### Clock network drawn from the DEF, run 1

The bar under the picture is 20 um long.
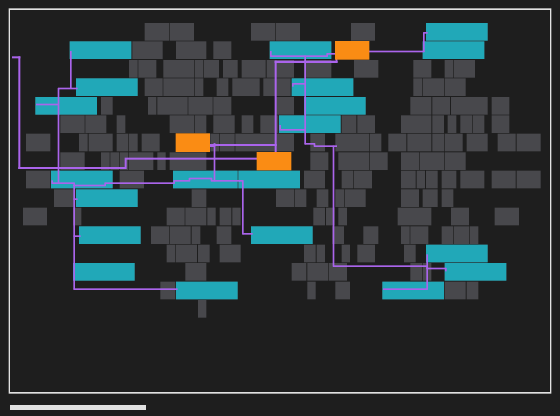
### Sizing map, run 1

The bar under the picture is 20 um long.
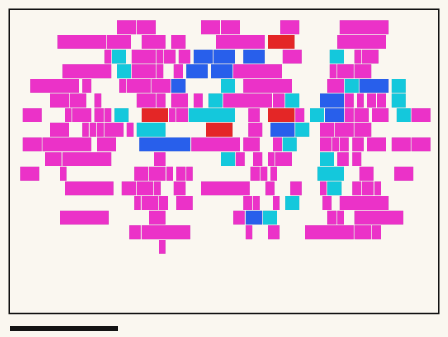
### Register map, names as in the netlist, run 1

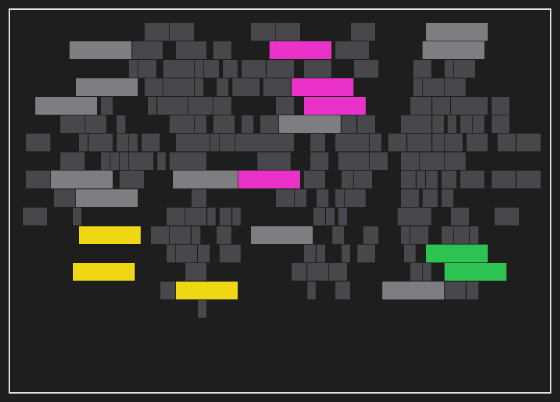
--- src/rtl/keypad_pkg.sv ---
// Shared constants for the 4x4 keypad scanner: FSM encoding, key classes and the key map.
package keypad_pkg;

  localparam logic [2:0] ST_SCAN             = 3'd0;
  localparam logic [2:0] ST_DEBOUNCE         = 3'd1;
  localparam logic [2:0] ST_EMIT             = 3'd2;
  localparam logic [2:0] ST_WAIT_RELEASE     = 3'd3;
  localparam logic [2:0] ST_RELEASE_DEBOUNCE = 3'd4;

  localparam logic [1:0] KEY_DIGIT  = 2'd0;
  localparam logic [1:0] KEY_STAR   = 2'd1;
  localparam logic [1:0] KEY_IGNORE = 2'd2;

  typedef struct packed {
    logic [1:0] cls;
    logic [3:0] value;
  } key_info_t;

  // Index is {row, col}; rows read left to right as columns 0..3.
  function automatic key_info_t key_lookup(input logic [1:0] row, input logic [1:0] col);
    key_info_t k;
    case ({row, col})
      4'h0:    k = '{KEY_DIGIT,  4'd1};
      4'h1:    k = '{KEY_DIGIT,  4'd2};
      4'h2:    k = '{KEY_DIGIT,  4'd3};
      4'h4:    k = '{KEY_DIGIT,  4'd4};
      4'h5:    k = '{KEY_DIGIT,  4'd5};
      4'h6:    k = '{KEY_DIGIT,  4'd6};
      4'h8:    k = '{KEY_DIGIT,  4'd7};
      4'h9:    k = '{KEY_DIGIT,  4'd8};
      4'hA:    k = '{KEY_DIGIT,  4'd9};
      4'hC:    k = '{KEY_STAR,   4'd0};
      4'hD:    k = '{KEY_DIGIT,  4'd0};
      default: k = '{KEY_IGNORE, 4'd0};
    endcase
    return k;
  endfunction

  function automatic logic is_onehot4(input logic [3:0] v);
    return (v != 4'd0) && ((v & (v - 4'd1)) == 4'd0);
  endfunction

  function automatic logic [1:0] onehot4_idx(input logic [3:0] v);
    logic [1:0] idx;
    case (v)
      4'b0010: idx = 2'd1;
      4'b0100: idx = 2'd2;
      4'b1000: idx = 2'd3;
      default: idx = 2'd0;
    endcase
    return idx;
  endfunction

endpackage

--- src/rtl/keypad_scanner_decoder.sv ---
// Combinational map from captured (row, column) indices to key class and digit value.
module keypad_decoder
  import keypad_pkg::*;
(
  input  logic [1:0] row,
  input  logic [1:0] col,
  output logic [1:0] cls,
  output logic [3:0] value
);

  key_info_t info;

  assign info  = key_lookup(row, col);
  assign cls   = info.cls;
  assign value = info.value;

endmodule

--- src/rtl/keypad_scanner.sv ---
// 4x4 keypad scanner with press/release debounce producing DIGITO/DIGITO_STB/SOLICITUD_ACCESO.
// Optional KEYPAD_SYNC_EN inserts a 2-flop synchronizer on FILAS (then use SCAN_CYCLES >= 3).
module keypad_scanner
  import keypad_pkg::*;
#(
  parameter int SCAN_CYCLES     = 2,
  parameter int DEBOUNCE_CYCLES = 4
) (
  input  logic       CLK,
  input  logic       RESET,
  input  logic [3:0] FILAS,
  output logic [3:0] COLUMNAS,
  output logic [3:0] DIGITO,
  output logic       DIGITO_STB,
  output logic       SOLICITUD_ACCESO
);

  localparam int SW = $clog2(SCAN_CYCLES) + 1;
  localparam int DW = $clog2(DEBOUNCE_CYCLES) + 1;
  localparam logic [SW-1:0] SCAN_LAST = SW'(SCAN_CYCLES - 1);
  // The SCAN sample is the first match, so debounce needs DEBOUNCE_CYCLES-1 more.
  localparam logic [DW-1:0] DEB_LAST  = DW'(DEBOUNCE_CYCLES - 2);

  logic [3:0]    rows_s;
  logic [2:0]    state;
  logic [SW-1:0] scan_cnt;
  logic [DW-1:0] cnt;
  logic [1:0]    row_cap;
  logic [1:0]    col_idx;
  logic [1:0]    key_cls;
  logic [3:0]    key_val;

`ifdef KEYPAD_SYNC_EN
  logic [3:0] sync1;
  logic [3:0] sync2;

  always_ff @(posedge CLK or posedge RESET) begin
    if (RESET) begin
      sync1 <= 4'd0;
      sync2 <= 4'd0;
    end else begin
      sync1 <= FILAS;
      sync2 <= sync1;
    end
  end

  assign rows_s = sync2;
`else
  assign rows_s = FILAS;
`endif

  assign col_idx = onehot4_idx(COLUMNAS);

  keypad_decoder u_decoder (
    .row   (row_cap),
    .col   (col_idx),
    .cls   (key_cls),
    .value (key_val)
  );

  always_ff @(posedge CLK or posedge RESET) begin
    if (RESET) begin
      state            <= ST_SCAN;
      COLUMNAS         <= 4'b0001;
      scan_cnt         <= '0;
      cnt              <= '0;
      row_cap          <= 2'd0;
      DIGITO           <= 4'd0;
      DIGITO_STB       <= 1'b0;
      SOLICITUD_ACCESO <= 1'b0;
    end else begin
      DIGITO_STB       <= 1'b0;
      SOLICITUD_ACCESO <= 1'b0;
      case (state)
        ST_SCAN: begin
          if (scan_cnt == SCAN_LAST) begin
            scan_cnt <= '0;
            if (is_onehot4(rows_s)) begin
              row_cap <= onehot4_idx(rows_s);
              cnt     <= '0;
              state   <= ST_DEBOUNCE;
            end else begin
              COLUMNAS <= {COLUMNAS[2:0], COLUMNAS[3]};
            end
          end else begin
            scan_cnt <= scan_cnt + 1'b1;
          end
        end
        ST_DEBOUNCE: begin
          if (rows_s == (4'd1 << row_cap)) begin
            if (cnt == DEB_LAST) begin
              cnt   <= '0;
              state <= ST_EMIT;
              // Outputs are loaded here so the pulse is visible during the EMIT cycle.
              case (key_cls)
                KEY_DIGIT: begin
                  DIGITO     <= key_val;
                  DIGITO_STB <= 1'b1;
                end
                KEY_STAR: SOLICITUD_ACCESO <= 1'b1;
                default:  ;
              endcase
            end else begin
              cnt <= cnt + 1'b1;
            end
          end else begin
            cnt      <= '0;
            state    <= ST_SCAN;
            COLUMNAS <= {COLUMNAS[2:0], COLUMNAS[3]};
          end
        end
        ST_EMIT: state <= ST_WAIT_RELEASE;
        ST_WAIT_RELEASE: begin
          if (rows_s == 4'd0) begin
            cnt   <= '0;
            state <= ST_RELEASE_DEBOUNCE;
          end
        end
        ST_RELEASE_DEBOUNCE: begin
          if (rows_s == 4'd0) begin
            if (cnt == DEB_LAST) begin
              cnt      <= '0;
              scan_cnt <= '0;
              state    <= ST_SCAN;
              COLUMNAS <= {COLUMNAS[2:0], COLUMNAS[3]};
            end else begin
              cnt <= cnt + 1'b1;
            end
          end else begin
            state <= ST_WAIT_RELEASE;
          end
        end
        default: begin
          state    <= ST_SCAN;
          COLUMNAS <= 4'b0001;
          scan_cnt <= '0;
          cnt      <= '0;
        end
      endcase
    end
  end

endmodule
--- config.mk ---
export PLATFORM = sky130hd
export DESIGN_NAME = keypad_scanner
export DESIGN_NICKNAME = d
export VERILOG_FILES = /design/src/rtl/keypad_pkg.sv /design/src/rtl/keypad_scanner_decoder.sv /design/src/rtl/keypad_scanner.sv
export SDC_FILE = /design/constraint.sdc
export NUM_CORES = 1
export LEC_CHECK = 0
export ABC_AREA = 0
export CORE_ASPECT_RATIO = 0.7
export CORE_MARGIN = 1
export CORE_UTILIZATION = 33
export CTS_BUF_LIST = sky130_fd_sc_hd__clkbuf_8
export DETAILED_ROUTE_END_ITERATION = 6
export PLACE_DENSITY = 0.62
export SLEW_MARGIN = 20
export SYNTH_ARGS = -nofsm -noshare
export SYNTH_HDL_FRONTEND = slang
export SYNTH_HIERARCHICAL = 1
export SYNTH_SLANG_ARGS = --single-unit
--- constraint.sdc ---
create_clock -name CLK -period 2.6 [get_ports CLK]
set_input_delay 0.52 -clock CLK [delete_from_list [all_inputs] [get_ports CLK]]
set_output_delay 0.52 -clock CLK [all_outputs]
set_load 0.005 [all_outputs]
==> notes.md, run 1 <==
Notes on the physical design

The number of vias per cell after detailed routing is 5.03. The height of the chip is 56.3 um. The longest clock path from root to sink contains 2 buffers. The worst-case vdd ir drop is 0.398 mV. The total of cells resized after clock tree synthesis is 0. The class of the most critical hold timing path is flip-flop to flip-flop. The headroom to the max-slew limit is 0.472. By instance count, the leading cell after synthesis is dfrtp_1. The combinational fraction of the cell area is 0.457.

The layout report lists the clock-cell share of area as 0.0314. Per the gpl log, the routability congestion estimate is 0.850. The capturing point of the worst reg2reg path is DIGITO[2].

The netlist uses 49 different library cells. After detailed placement, the design holds a cell count of 226. The combined area of the multi-input logic cells is 801 sq um. The number of instances in the synthesized netlist is 146. The number of cells traversed by the worst register-to-register path is 8. Sorting the synthesized cells by how often they occur yields 19 x dfrtp_1, 12 x nor2_1, 10 x inv_1. The total number of warnings across the stage logs is 30. The portion of the layout cell area used by non-clock buffers is 0.167. The flow ran to the end, and the final reports show no timing, DRC or antenna violations. STA classifies the critical path startpoint as an input pin.
-- 'Clock network drawn from the DEF' (at the start) --
legend:
  purple:
    item: clock wires
    length: 297 um
  cyan:
    item: flip-flops
    count: 20
  orange:
    item: cells driving clock nets
    count: 3
routed clock nets: 4
relative contribution of the clock network to total power: 0.201
clock latency on the worst-skew pair: 0.26 ns
clock tree skew after final layout: 0.00422 ns
Power Clock: 0.000242 W

-- 'Sizing map' (at the start) --
legend:
  red:
    size: drive 6 and up
    cells: 4
  blue:
    size: drive 2
    cells: 12
  cyan:
    size: drive 3 to 4
    cells: 22
  magenta:
    size: drive 1 or less
    cells: 140
final cell area excluding filler cells: 1750 sq um
signed area change from the synthesized netlist to the final layout: 26.3%
Worst Setup Slack, final: 0.264 ns
number of non-clock buffers in the layout: 34

-- 'Register map, names as in the netlist' (at the start) --
legend:
  green:
    name_in_the_netlist: `scan_cnt`
    placed_flops: 2
  yellow:
    name_in_the_netlist: `cnt`
    placed_flops: 3
  magenta:
    name_in_the_netlist: `DIGITO`
    placed_flops: 4
    where: top middle
not coloured: 11
area used by sequential logic in the layout: 502 sq um
Seq area share: 0.286
power dissipated in sequential cells: 0.000473 W
final core area utilization: 0.442

[run 1: metal layers]
layer / global-route usage / vias up / part of all wire / wire, um
met5: 0 / - / 0 / 0
met4: 0.0519 / 0 / 0.0094 / 30
met3: 0.0390 / 5 / 0.046 / 146
met2: 0.214 / 24 / 0.41 / 1300
met1: 0.244 / 541 / 0.53 / 1700
li1: - / 587 / - / -
[run 1: where the power goes]
| group | internal [W] | total [W] | switching (W) |
|---|---|---|---|
| logic | 0.000256 | 0.000486 | 0.000230 |
| clock network | 0.000135 | 0.000242 | 0.000107 |
| registers | 0.000372 | 0.000473 | 0.000101 |
[run 1: kinds of logic (layout without fill, tap and decap cells)]
logic type	after synthesis	in the layout	share of synthesized area
buffers and inverters	16	48	0.0613
AND/OR/NAND/NOR	54	54	0.242
adder cells (fa/ha/maj)	5	5	0.0451
multiplexers	12	12	0.0938
XOR/XNOR	6	6	0.0379
AND-OR/OR-AND	33	33	0.159
flip-flops	20	20	0.362
[run 1: how the worst max path moves through the flow]
stage | end | depth (start not counted)
3_5_place_dp | row_cap[1] | 6
6_report | row_cap[1] | 6
2_1_floorplan | DIGITO[0] | 7
4_1_cts | row_cap[1] | 6
5_1_grt | row_cap[0] | 6
3_3_place_gp | COLUMNAS[2] | 9
[run 1: flip-flops by register name, indices dropped and copies added (netlist names)]
name / count
row_cap: 2
DIGITO: 4
SOLICITUD_ACCESO: 1
cnt: 3
state: 3
scan_cnt: 2
COLUMNAS: 4
DIGITO_STB: 1
[run 1: critical path, stage by stage]
cell and delay [ns]:
clkdlybuf4s50_1 0.47, buf_4 0.20, nor4b_2 0.30, a211oi_1 0.11, or4b_4 0.56, o41ai_1 0.33
==> inputs of run 2 (changes only) <==
--- a/constraint.sdc
+++ b/constraint.sdc
@@ -3,2 +3,2 @@
 set_output_delay 0.52 -clock CLK [all_outputs]
-set_load 0.005 [all_outputs]
+set_load 0.05 [all_outputs]
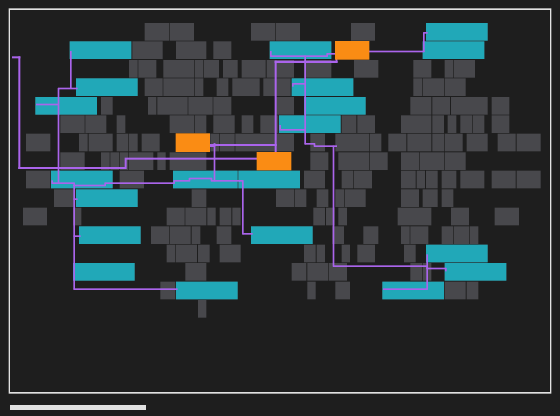
*Clock network drawn from the DEF, run 2*
The bar under the picture is 20 um long.
legend:
  cyan:
    item: flip-flops
    count: 20
  purple:
    item: clock wires
    length: 297 um
  orange:
    item: cells driving clock nets
    count: 3
routed clock nets: 4
relative contribution of the clock network to total power: 0.188

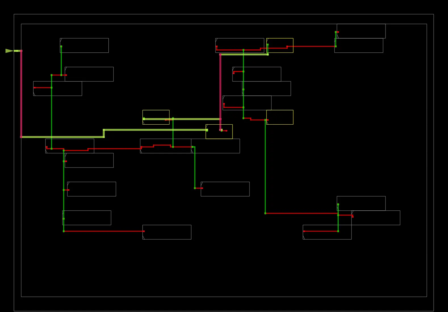
*Clock routing, run 2*
number of clock buffers in the layout: 4
cts bufs inserted: 3
registers: 20

==> notes.md, run 2 <==
Notes on the physical design

The count of unique library cells instantiated by Yosys is 49 (unchanged). The number of cells traversed by the worst register-to-register path is 8 (unchanged). The post-synthesis xor/xnor area fraction is 0.0379 (unchanged).

The height of the chip came to 56.3 um (unchanged). The adder and majority gate portion of the synthesized area is 0.0451 (unchanged). The flow ran to the end, and the final reports show no timing, DRC or antenna violations. The number of instances in the synthesized netlist is 146 (unchanged).

The capture point of the critical path was reported as row_cap[1]. The share of total power in sequential cells was 0.368 (-0.026). The total of cells resized after clock tree synthesis is 0 (unchanged). Yosys instantiated no cell more often than dfrtp_1. STA lists the endpoint of the worst register-to-register path as DIGITO[2]. The number of vias per cell after detailed routing is 5.03 (unchanged). The switching part of the total is 0.406 (+0.0418). The area growth from synthesis to layout is 26.3% (unchanged). The area share of and/or/nand/nor cells after synthesis was 0.242 (unchanged). The internal power came to 0.000763 W (about the same).

The type of element launching the critical path is an input pin. The worst clock skew is 0.00422 ns (unchanged). The part of the total power dissipated in combinational logic is 0.444 (+0.039). The headroom to the max-slew limit is 0.472 (unchanged).
## run 2: logic make-up (layout without fill, tap and decap cells)
kind of cell | after synthesis | in the layout
simple gates | 54 | 54
buf+inv | 16 | 48
compound gates | 33 | 33
flops | 20 | 20
mux | 12 | 12
xor+xnor | 6 | 6
fa+ha+maj | 5 | 5
## run 2: final cells by class
type	instances	area (sq um)
Clock buffer	4	55.1
Timing Repair Buffer	34	293
Tap cell	52	65.1
Inverter	10	37.5
Multi-Input combinational cell	110	801
Sequential cell	20	502
Fill cell	373	2220
## run 2: per-layer routing
layer  track usage  up-vias  part of all wire
li1              -      587                 -
met5             0        -                 0
met1         0.244      541              0.53
met2         0.214       24              0.41
met3        0.0390        5             0.046
met4        0.0519        0            0.0094
## run 2: power by group through the flow
stage	Combinational (W)	Clock (W)	Sequential, W
2_1_floorplan	0.000327	0	0.000530
3_3_place_gp	0.000551	0	0.000470
3_5_place_dp	0.000566	0	0.000476
4_1_cts	0.000570	0.000250	0.000472
5_1_grt	0.000627	0.000261	0.000487
6_report	0.000571	0.000242	0.000473
## run 2: critical path, stage by stage
cell and delay [ns]:
clkdlybuf4s50_1 0.47, buf_4 0.20, nor4b_2 0.30, a211oi_1 0.11, or4b_4 0.56, o41ai_1 0.33
## run 2: stage by stage
stage / hold slack, ns / instance area, sq um / utilization
final: 0.495 / 1750 / 0.442
after global routing: 0.505 / 1750 / 0.442
after CTS: 0.504 / 1750 / 0.442
after detailed placement: 0.485 / 1700 / 0.428
after global placement: 0.459 / 1700 / 0.428
after floorplan: 0.449 / 1390 / -
Power figures rest on the tool's default switching activity, not on a simulated workload.
